===== config.mk =====
export PLATFORM = sky130hd
export DESIGN_NAME = dog_scheduler_flat
export DESIGN_NICKNAME = d
export VERILOG_FILES = /design/src/rtl/sift_pkg.sv /design/src/rtl/dog_scheduler_if.sv /design/src/rtl/dog_watchdog.sv /design/src/rtl/dog_scheduler.sv /design/src/flat_wrapper.sv
export SDC_FILE = /design/constraint.sdc
export NUM_CORES = 1
export LEC_CHECK = 0
export CAP_MARGIN = 20
export CORE_ASPECT_RATIO = 1.2
export CORE_MARGIN = 10
export CORE_UTILIZATION = 54
export DETAILED_ROUTE_END_ITERATION = 10
export HOLD_SLACK_MARGIN = 0.05
export PLACE_DENSITY = 0.85
export SLEW_MARGIN = 20
export SYNTH_ARGS = -nofsm -noshare
export SYNTH_HDL_FRONTEND = slang
export SYNTH_HIERARCHICAL = 1
export SYNTH_SLANG_ARGS = --single-unit

===== constraint.sdc =====
create_clock -name clk -period 2.8 [get_ports clk]
set_input_delay 0.28 -clock clk [delete_from_list [all_inputs] [get_ports clk]]
set_output_delay 0.28 -clock clk [all_outputs]
set_load 0.02 [all_outputs]

===== src/rtl/sift_pkg.sv =====
`timescale 1ns/1ps
`default_nettype none
// +----------------------------------------------------------------------+
// | sift_pkg : shared types/constants for the SIFT DoG scheduling slice   |
// | Rev 1.0                                                              |
// +----------------------------------------------------------------------+
package sift_pkg;

  typedef enum logic [2:0] {
    ST_IDLE      = 3'd0,
    ST_CHECK     = 3'd1,
    ST_LAUNCH    = 3'd2,
    ST_WAIT_BUSY = 3'd3,
    ST_RUN       = 3'd4,
    ST_NEXT      = 3'd5,
    ST_FINISH    = 3'd6,
    ST_ERR       = 3'd7
  } sched_state_t;

  localparam int NUM_SCALES_DEFAULT = 4;
  localparam int ENGINE_ACK_CYCLES  = 4;

  // A select for n choices; a single choice still gets one wire.
  function automatic int sel_width(input int n);
    return (n > 1) ? $clog2(n) : 1;
  endfunction

endpackage
`default_nettype wire


===== src/rtl/dog_scheduler_if.sv =====
`timescale 1ns/1ps
`default_nettype none
// +----------------------------------------------------------------------+
// | dog_scheduler_if : octave/engine/consumer handshake bundle           |
// | Rev 1.0                                                              |
// +----------------------------------------------------------------------+
interface dog_scheduler_if
  import sift_pkg::*;
#(
  parameter int NUM_SCALES = NUM_SCALES_DEFAULT
);
  localparam int SEL_W  = sel_width(NUM_SCALES);
  localparam int BANK_W = sel_width(NUM_SCALES - 1);
  localparam int NB     = NUM_SCALES - 1;

  logic              octave_ready;
  logic              dog_busy;
  logic              dog_done;
  logic [NB-1:0]     bank_free;
  logic              dog_go;
  logic [SEL_W-1:0]  sharp_sel;
  logic [SEL_W-1:0]  fuzz_sel;
  logic [BANK_W-1:0] bank_sel;
  logic [NB-1:0]     bank_claim;
  logic              busy;
  logic              octave_done;
  logic              error;
  logic [2:0]        state_num;

  modport master (
    input  octave_ready, dog_busy, dog_done, bank_free,
    output dog_go, sharp_sel, fuzz_sel, bank_sel, bank_claim,
           busy, octave_done, error, state_num
  );

  modport slave (
    output octave_ready, dog_busy, dog_done, bank_free,
    input  dog_go, sharp_sel, fuzz_sel, bank_sel, bank_claim,
           busy, octave_done, error, state_num
  );

endinterface
`default_nettype wire


===== src/rtl/dog_watchdog.sv =====
`timescale 1ns/1ps
`default_nettype none
// +----------------------------------------------------------------------+
// | dog_watchdog : per-pass cycle counter with ack and timeout flags      |
// | Rev 1.0                                                              |
// +----------------------------------------------------------------------+
module dog_watchdog
  import sift_pkg::*;
#(
  parameter int TIMEOUT = 32768,
  parameter int CNT_W   = $clog2(TIMEOUT + 1)
) (
  input  logic clk,
  input  logic rst_in,
  input  logic clear,
  input  logic enable,
  output logic expired,
  output logic ack_expired
);

  logic [CNT_W-1:0] count_q, count_d;

  // Count holds k-1 in the k-th cycle after launch, so the flags fire in the
  // cycle where the running total reaches the limit.
  always_comb begin
    count_d = count_q;
    if (clear) begin
      count_d = '0;
    end else if (enable && !expired) begin
      count_d = count_q + 1'b1;
    end
  end

  always_ff @(posedge clk) begin
    if (!rst_in) begin
      count_q <= '0;
    end else begin
      count_q <= count_d;
    end
  end

  assign expired     = (count_q == CNT_W'(TIMEOUT - 1));
  assign ack_expired = (count_q == CNT_W'(ENGINE_ACK_CYCLES - 1));

endmodule
`default_nettype wire


===== src/rtl/dog_scheduler.sv =====
`timescale 1ns/1ps
`default_nettype none
// +----------------------------------------------------------------------+
// | dog_scheduler : sequences NUM_SCALES-1 DoG passes per Gaussian octave |
// | Rev 1.0                                                              |
// +----------------------------------------------------------------------+
module dog_scheduler
  import sift_pkg::*;
#(
  parameter int DIMENSION  = 64,
  parameter int NUM_SCALES = NUM_SCALES_DEFAULT,
  parameter int TIMEOUT    = 8 * DIMENSION * DIMENSION
) (
  input logic             clk,
  input logic             rst_in,
  dog_scheduler_if.master bus
);

  localparam int SEL_W  = sel_width(NUM_SCALES);
  localparam int BANK_W = sel_width(NUM_SCALES - 1);
  localparam int NB     = NUM_SCALES - 1;

  localparam logic [SEL_W-1:0] LAST_PASS = SEL_W'(NUM_SCALES - 2);
  localparam logic [NB-1:0]    CLAIM_ONE = NB'(1);

  sched_state_t      state_q, state_d;
  logic [SEL_W-1:0]  pass_q, pass_d;
  logic              hist_q, hist_d;
  logic [SEL_W-1:0]  sharp_q, sharp_d;
  logic [SEL_W-1:0]  fuzz_q, fuzz_d;
  logic [BANK_W-1:0] bank_q, bank_d;
  logic              go_q, go_d;
  logic [NB-1:0]     claim_q, claim_d;
  logic              busy_q, busy_d;
  logic              done_q, done_d;
  logic              err_q, err_d;

  logic wd_clear;
  logic wd_enable;
  logic wd_expired;
  logic wd_ack_expired;

  dog_watchdog #(
    .TIMEOUT (TIMEOUT)
  ) u_watchdog (
    .clk         (clk),
    .rst_in      (rst_in),
    .clear       (wd_clear),
    .enable      (wd_enable),
    .expired     (wd_expired),
    .ack_expired (wd_ack_expired)
  );

  // Pulse outputs are set on the transition into the state that owns them,
  // so dog_go is high exactly while in LAUNCH and octave_done while in FINISH.
  always_comb begin
    state_d   = state_q;
    pass_d    = pass_q;
    hist_d    = bus.octave_ready;
    sharp_d   = sharp_q;
    fuzz_d    = fuzz_q;
    bank_d    = bank_q;
    go_d      = 1'b0;
    claim_d   = '0;
    busy_d    = busy_q;
    done_d    = 1'b0;
    err_d     = err_q;
    wd_clear  = 1'b0;
    wd_enable = 1'b0;

    case (state_q)
      ST_IDLE: begin
        if (bus.octave_ready && !hist_q) begin
          state_d = ST_CHECK;
          pass_d  = '0;
          busy_d  = 1'b1;
          sharp_d = '0;
          fuzz_d  = SEL_W'(1);
          bank_d  = '0;
        end
      end
      ST_CHECK: begin
        if (bus.bank_free[pass_q]) begin
          state_d = ST_LAUNCH;
          go_d    = 1'b1;
        end
      end
      ST_LAUNCH: begin
        wd_clear = 1'b1;
        state_d  = ST_WAIT_BUSY;
      end
      ST_WAIT_BUSY: begin
        wd_enable = 1'b1;
        if (bus.dog_busy) begin
          state_d = ST_RUN;
        end else if (wd_ack_expired) begin
          state_d = ST_ERR;
          err_d   = 1'b1;
          busy_d  = 1'b0;
        end
      end
      ST_RUN: begin
        wd_enable = 1'b1;
        // Done is checked first so a completion on the last allowed cycle wins.
        if (bus.dog_done) begin
          state_d = ST_NEXT;
          claim_d = CLAIM_ONE << pass_q;
        end else if (wd_expired) begin
          state_d = ST_ERR;
          err_d   = 1'b1;
          busy_d  = 1'b0;
        end
      end
      ST_NEXT: begin
        if (pass_q == LAST_PASS) begin
          state_d = ST_FINISH;
          done_d  = 1'b1;
        end else begin
          state_d = ST_CHECK;
          pass_d  = pass_q + 1'b1;
          sharp_d = pass_q + 1'b1;
          fuzz_d  = pass_q + SEL_W'(2);
          bank_d  = BANK_W'(pass_q + 1'b1);
        end
      end
      ST_FINISH: begin
        state_d = ST_IDLE;
        busy_d  = 1'b0;
      end
      ST_ERR: begin
        state_d = ST_ERR;
      end
      default: begin
        state_d = ST_IDLE;
      end
    endcase
  end

  always_ff @(posedge clk) begin
    if (!rst_in) begin
      state_q <= ST_IDLE;
      pass_q  <= '0;
      hist_q  <= 1'b0;
      sharp_q <= '0;
      fuzz_q  <= '0;
      bank_q  <= '0;
      go_q    <= 1'b0;
      claim_q <= '0;
      busy_q  <= 1'b0;
      done_q  <= 1'b0;
      err_q   <= 1'b0;
    end else begin
      state_q <= state_d;
      pass_q  <= pass_d;
      hist_q  <= hist_d;
      sharp_q <= sharp_d;
      fuzz_q  <= fuzz_d;
      bank_q  <= bank_d;
      go_q    <= go_d;
      claim_q <= claim_d;
      busy_q  <= busy_d;
      done_q  <= done_d;
      err_q   <= err_d;
    end
  end

  assign bus.dog_go      = go_q;
  assign bus.sharp_sel   = sharp_q;
  assign bus.fuzz_sel    = fuzz_q;
  assign bus.bank_sel    = bank_q;
  assign bus.bank_claim  = claim_q;
  assign bus.busy        = busy_q;
  assign bus.octave_done = done_q;
  assign bus.error       = err_q;
  assign bus.state_num   = state_q;

endmodule
`default_nettype wire


===== src/flat_wrapper.sv =====
// flat-port wrapper written by rule: the top's interface ports become plain ports
module dog_scheduler_flat import sift_pkg::*;
#(
  parameter int DIMENSION  = 64,
  parameter int NUM_SCALES = NUM_SCALES_DEFAULT,
  parameter int TIMEOUT    = 8 * DIMENSION * DIMENSION
)
  (clk, rst_in, bus_octave_ready, bus_dog_busy, bus_dog_done, bus_bank_free, bus_dog_go, bus_sharp_sel, bus_fuzz_sel, bus_bank_sel, bus_bank_claim, bus_busy, bus_octave_done, bus_error, bus_state_num);
  dog_scheduler_if #(.NUM_SCALES(NUM_SCALES)) bus_i ();
  input logic clk;
  input logic rst_in;
  input wire logic [$bits(bus_i.octave_ready)-1:0] bus_octave_ready;
  input wire logic [$bits(bus_i.dog_busy)-1:0] bus_dog_busy;
  input wire logic [$bits(bus_i.dog_done)-1:0] bus_dog_done;
  input wire logic [$bits(bus_i.bank_free)-1:0] bus_bank_free;
  output wire logic [$bits(bus_i.dog_go)-1:0] bus_dog_go;
  output wire logic [$bits(bus_i.sharp_sel)-1:0] bus_sharp_sel;
  output wire logic [$bits(bus_i.fuzz_sel)-1:0] bus_fuzz_sel;
  output wire logic [$bits(bus_i.bank_sel)-1:0] bus_bank_sel;
  output wire logic [$bits(bus_i.bank_claim)-1:0] bus_bank_claim;
  output wire logic [$bits(bus_i.busy)-1:0] bus_busy;
  output wire logic [$bits(bus_i.octave_done)-1:0] bus_octave_done;
  output wire logic [$bits(bus_i.error)-1:0] bus_error;
  output wire logic [$bits(bus_i.state_num)-1:0] bus_state_num;
  assign bus_i.octave_ready = bus_octave_ready;
  assign bus_i.dog_busy = bus_dog_busy;
  assign bus_i.dog_done = bus_dog_done;
  assign bus_i.bank_free = bus_bank_free;
  assign bus_dog_go = bus_i.dog_go;
  assign bus_sharp_sel = bus_i.sharp_sel;
  assign bus_fuzz_sel = bus_i.fuzz_sel;
  assign bus_bank_sel = bus_i.bank_sel;
  assign bus_bank_claim = bus_i.bank_claim;
  assign bus_busy = bus_i.busy;
  assign bus_octave_done = bus_i.octave_done;
  assign bus_error = bus_i.error;
  assign bus_state_num = bus_i.state_num;
  dog_scheduler #(.DIMENSION(DIMENSION), .NUM_SCALES(NUM_SCALES), .TIMEOUT(TIMEOUT)) u_core (.clk(clk), .rst_in(rst_in), .bus(bus_i));
endmodule

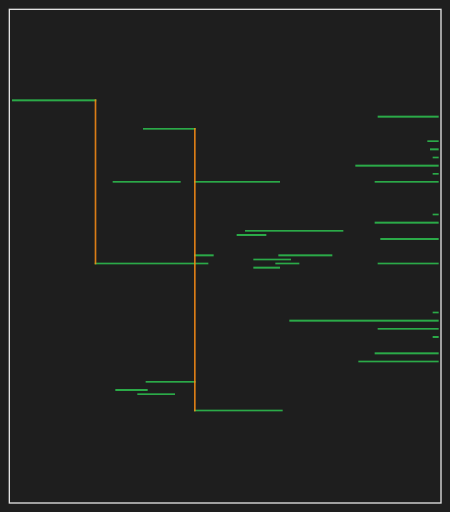
(wiring by layer)
Drawn at 6 px/um. Two of the layers only.
| layer | color | wire length |
|---|---|---|
| M4 | orange | 74.1 um |
| M3 | green | 274 um |
total track usage: 0.137
DR WL/cell: 14.8 um

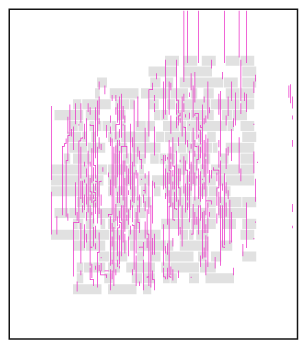
(the metal 2 layer)
Drawn at 4 px/um. Cells faint in the background.
longest straight run: 20.4 um
wire length on this layer: 1870 um
nets with wire on the layer: 201
share of all routed wire: 48%
GR Layer Usage met2: 0.233
Vias: 1626
drt total wl: 3880 um

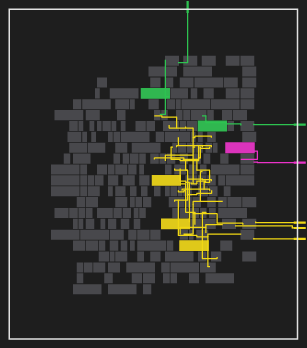
(wires at chosen ports, followed through buffers)
Drawn at 4 px/um.
| port | color | direction | edge | end cells | buffers | wire |
|---|---|---|---|---|---|---|
| bus_state_num | yellow | output | right | 3 | 4 | 317 um |
| bus_dog_go | magenta | output | right | 1 | 1 | 17.6 um |
| bus_fuzz_sel | green | output | 1 right, 1 top | 2 | 2 | 53.7 um |
input/output buffers: 23
Ports: 24

==> GITHUB_STEP_SUMMARY <==
### Yosys + OpenROAD results

| Metric | Value |
|---|---|
| Outcome | complete, no violations |
| Top cells by area | dfxtp_1 (36%), nor2b_1 (4.0%), nor3_1 (3.8%) |
| Fmax achieved | 441 MHz |
| M1 WL | 1660 um |
| Critical Path RT | 3.01 ns |
| #FFs+latches synth | 31 |
| Dominant flop cell | dfxtp_1 |
| Top post-synthesis cells by count | dfxtp_1 (31), nor3_1 (13), nand3_1 (12), nand2_1 (11), nor2b_1 (11) |
| N_taps | 36 |
| Tmin final | 2.27 ns |
| Number of CTS-inserted buffers | 5 |
| Initial antenna violation count | 0 |
| CP peak stage delay | 0.59 ns |
| Placed Area | 0.00194 mm2 |
| Setup crit start kind | register |
| Setup violations, final | 0 |
| Simple share | 0.327 |
| RSZ-0062 raised after global routing | no |
| Cell taking the most area after synthesis | dfxtp_1 |
| Clock network area share | 0.0251 |
| Flip-flops with a built-in enable | 0 |
| Post-route DRC | 0 |
| Mapped Cells | 207 |
| Cycle use final | 0.810 |
| Slew @ Worst Pin | 0.517 ns |
| Die Ht | 82.0 um |
| Total Die Area | 0.00588 mm2 |
| Aggregate global routing overflow | 0 |
| Leading cell kind | multi-input combinational cells |
| Top sig layer | met4 |
| Synth top area share | 0.358 |
| Hold Path Cell Cnt | 2 |
power breakdown:
| group | total (uW) | internal (uW) | switching [uW] | leakage (uW) |
|---|---|---|---|---|
| sequential | 488 | 460 | 28.3 | 0.000251 |
| clock | 249 | 97.6 | 151 | 0.0000293 |
| combinational | 228 | 103 | 125 | 0.000423 |
| total | 965 | 661 | 304 | 0.000703 |
worst max path at each step:
stage	depth (start not counted)	slack, ns	from	end
finish	6	0.53	u_core/bus.state_num[2]$_SDFFE_PN0P_	u_core/u_watchdog/count_q[15]$_SDFFE_PP0P_
global route	6	0.39	u_core/bus.state_num[0]$_SDFFE_PN0P_	u_core/u_watchdog/count_q[15]$_SDFFE_PP0P_
CTS	6	0.56	u_core/bus.state_num[2]$_SDFFE_PN0P_	u_core/u_watchdog/count_q[15]$_SDFFE_PP0P_
detailed placement	6	0.60	u_core/bus.state_num[2]$_SDFFE_PN0P_	u_core/u_watchdog/count_q[15]$_SDFFE_PP0P_
global placement	5	0.65	u_core/bus.state_num[0]$_SDFFE_PN0P_	u_core/u_watchdog/count_q[15]$_SDFFE_PP0P_
floorplan	7	0.72	u_core/bus.state_num[1]$_SDFFE_PN0P_	u_core/u_watchdog/count_q[15]$_SDFFE_PP0P_
flip-flops by register name, indices dropped and copies added, names as in the netlist:
register / flops
u_core/u_watchdog/count_q: 16
u_core/bus.bank_sel: 2
u_core/bus.state_num: 3
u_core/hist_q: 1
u_core/bus.error: 1
u_core/bus.octave_done: 1
u_core/bus.busy: 1
u_core/bus.fuzz_sel: 2
u_core/bus.dog_go: 1
u_core/bus.bank_claim: 3
layer usage:
layer | GRT usage | vias to the layer above
met5 | 0 | -
met4 | 0.0736 | 0
met3 | 0.0470 | 7
met2 | 0.233 | 43
met1 | 0.146 | 756
li1 | - | 820
Power is estimated from default activity; no workload was simulated.
